--- src/rtl/skip_borrow_subtractor.sv ---
// Iterative block-serial subtractor: diff = a - b - bin, one BLK-bit block per
// clock, LSB block first, with block-level borrow skip and a skip counter.
module skip_borrow_subtractor #(
  parameter  int N   = 32,
  parameter  int BLK = 4,
  localparam int NB  = N / BLK,
  localparam int CW  = $clog2(NB) + 1
) (
  input  logic          clk,
  input  logic          rst_n,
  input  logic          in_valid,
  output logic          in_ready,
  input  logic [N-1:0]  a,
  input  logic [N-1:0]  b,
  input  logic          bin,
  output logic          out_valid,
  input  logic          out_ready,
  output logic [N-1:0]  diff,
  output logic          bout,
  output logic          OF,
  output logic [CW-1:0] skip_cnt
);

  localparam int IW = (NB > 1) ? $clog2(NB) : 1;

  generate
    if ((N % BLK) != 0 || BLK < 1) begin : g_cfg_err
      $error("skip_borrow_subtractor: N must be a positive multiple of BLK");
    end
  endgenerate

  typedef enum logic [1:0] {
    S_IDLE,
    S_RUN,
    S_DONE
  } state_t;

  state_t          r_state;
  state_t          w_state_n;
  logic [N-1:0]    r_a;
  logic [N-1:0]    r_b;
  logic [N-1:0]    r_diff;
  logic            r_borrow;
  logic            r_bout;
  logic            r_of;
  logic            r_out_valid;
  logic [IW-1:0]   r_idx;
  logic [CW-1:0]   r_skip_cnt;

  logic [31:0]     w_base;
  logic [BLK-1:0]  w_a_blk;
  logic [BLK-1:0]  w_b_blk;
  logic [BLK:0]    w_blk_sub;
  logic            w_prop;
  logic            w_borrow_n;
  logic            w_last;

  assign w_base     = 32'(r_idx) * 32'(BLK);
  assign w_a_blk    = r_a[w_base +: BLK];
  assign w_b_blk    = r_b[w_base +: BLK];
  // Extra MSB of the widened difference is the ripple borrow-out of the block.
  assign w_blk_sub  = {1'b0, w_a_blk} - {1'b0, w_b_blk} - {{BLK{1'b0}}, r_borrow};
  assign w_prop     = &(w_a_blk ~^ w_b_blk);
  assign w_borrow_n = w_prop ? r_borrow : w_blk_sub[BLK];
  assign w_last     = (r_idx == IW'(NB - 1));

  always_ff @(posedge clk or negedge rst_n) begin
    if (!rst_n) begin
      r_state <= S_IDLE;
    end else begin
      r_state <= w_state_n;
    end
  end

  always_comb begin
    w_state_n = r_state;
    case (r_state)
      S_IDLE: if (in_valid)                  w_state_n = S_RUN;
      S_RUN:  if (w_last)                    w_state_n = S_DONE;
      S_DONE: if (r_out_valid && out_ready)  w_state_n = S_IDLE;
      default:                               w_state_n = S_IDLE;
    endcase
  end

  // DONE is entered with out_valid low; the first DONE cycle registers OF
  // from the completed diff, so out_valid rises one edge after the last block.
  always_ff @(posedge clk or negedge rst_n) begin
    if (!rst_n) begin
      r_a         <= '0;
      r_b         <= '0;
      r_diff      <= '0;
      r_borrow    <= 1'b0;
      r_bout      <= 1'b0;
      r_of        <= 1'b0;
      r_out_valid <= 1'b0;
      r_idx       <= '0;
      r_skip_cnt  <= '0;
    end else begin
      case (r_state)
        S_IDLE: begin
          if (in_valid) begin
            r_a        <= a;
            r_b        <= b;
            r_borrow   <= bin;
            r_idx      <= '0;
            r_skip_cnt <= '0;
          end
        end
        S_RUN: begin
          r_diff[w_base +: BLK] <= w_blk_sub[BLK-1:0];
          r_borrow              <= w_borrow_n;
          if (w_prop) begin
            r_skip_cnt <= r_skip_cnt + CW'(1);
          end
          if (w_last) begin
            r_idx  <= '0;
            r_bout <= w_borrow_n;
          end else begin
            r_idx  <= r_idx + IW'(1);
          end
        end
        S_DONE: begin
          if (!r_out_valid) begin
            r_of        <= (r_a[N-1] != r_b[N-1]) && (r_diff[N-1] != r_a[N-1]);
            r_out_valid <= 1'b1;
          end else if (out_ready) begin
            r_out_valid <= 1'b0;
          end
        end
        default: ;
      endcase
    end
  end

  assign in_ready  = (r_state == S_IDLE);
  assign out_valid = r_out_valid;
  assign diff      = r_diff;
  assign bout      = r_bout;
  assign OF        = r_of;
  assign skip_cnt  = r_skip_cnt;

endmodule

--- config.mk ---
export PLATFORM = sky130hd
export DESIGN_NAME = skip_borrow_subtractor
export DESIGN_NICKNAME = d
export VERILOG_FILES = /design/src/rtl/skip_borrow_subtractor.sv
export SDC_FILE = /design/constraint.sdc
export NUM_CORES = 1
export LEC_CHECK = 0
export ABC_AREA = 1
export CORE_MARGIN = 2
export CORE_UTILIZATION = 30
export DETAILED_ROUTE_END_ITERATION = 10
export HOLD_SLACK_MARGIN = 0.12
export SLEW_MARGIN = 0
export SYNTH_ARGS = -nofsm -noshare
export SYNTH_HDL_FRONTEND = slang
export SYNTH_SLANG_ARGS = --single-unit
--- constraint.sdc ---
create_clock -name clk -period 3.6 [get_ports clk]
set_input_delay 0.72 -clock clk [delete_from_list [all_inputs] [get_ports clk]]
set_output_delay 0.72 -clock clk [all_outputs]
set_load 0.1 [all_outputs]
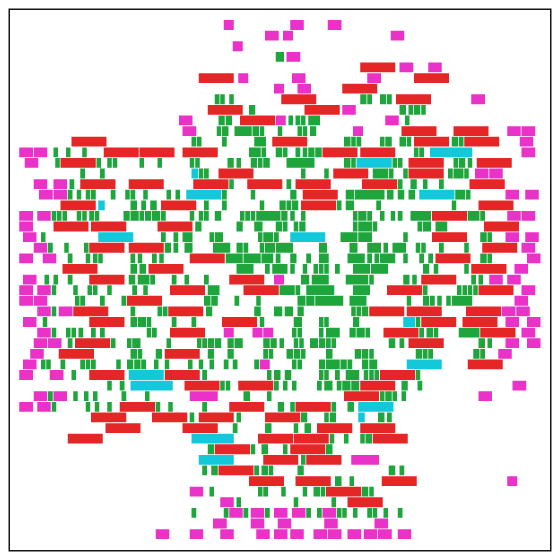
**Above:** placed cells, one colour a class.
[magenta] other buffers and delay cells | cells: 116
[red] flip-flops | cells: 109
[cyan] clock drivers and dummy loads | cells: 16
[green] all other logic | cells: 519
fin util: 39.4%
Cell Rows: 49
Seq area share: 38.8%
final instance area: 7030 um^2

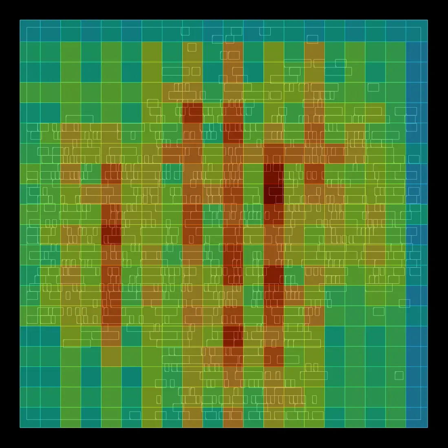
**Above:** routing congestion.
GRT Total Usage: 14.5%
most used routing layer: met2
met1 GRT Util: 18.9%
routed len/inst: 13.4 um
met2 Use GR: 24.1%

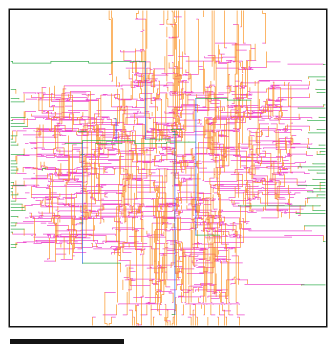
**Above:** signal wires by layer.
The bar under the picture is 50 um long.
[magenta] met1 | wire length: 6270 um
[blue] met4 | wire length: 236 um
[green] met3 | wire length: 534 um
[orange] met2 | wire length: 6230 um

==> cells in the mapped netlist, drive strengths merged <==
library cell and instances:
mux2 4, o22ai 5, nand3 40, o221ai 2, fa 2, inv 60
nand3b 1, nor4 2, nor3 6, xnor2 1, nand4 3, a2bb2oi 1
xor2 2, nand2 250, clkbuf 7, buf 19, a21oi 6, a31oi 2
o21bai 3, dfrtp 109, ha 12, nor2 47, o21ai 65, or2 1
o31ai 2, clkinv 1, o211ai 1
==> flip-flops by register name, summed over array words and instances (netlist names) <==
| name | count |
|---|---|
| OF | 1 |
| bout | 1 |
| diff | 32 |
| out_valid | 1 |
| r_a | 32 |
| r_b | 32 |
| r_borrow | 1 |
| r_idx | 3 |
| r_state | 2 |
| skip_cnt | 4 |
==> reports/metrics.cfg <==
[run_status]
status=finished, final reports clean

[routing]
wl_met3_um=534
finalWirelength_um=13300
wl_met2_um=6230
via_per_inst=4.50
dr.first_iter.drc_count=216

[setup_path]
critical-path-top-delay-family=adder cells

[synth]
ys_sh_adder_pct=3.50
fp_nets=737
avgSynthCellArea_um2=8.30
xor_area_share_pct=0.484
simple_gate_share_pct=28.4
largest_area_cell=dfrtp_1

[cells_and_area]
clock_area_share_pct=4.82
diodes=0
sh_comb_area_pct=32.6
lay_top_cells=nand2_1, dfrtp_1, clkdlybuf4s50_1, o21ai_0, inv_1

[clock_network]
clk_pin_slew_ns=0.07

[floorplan]
die_area_um2=19200
fp.coreArea_um2=17800

[flow_run]
openroad.warnings=30

[placement]
preCtsSetupSlack_ns=0.542

[timing]
skew_ns=0.0113

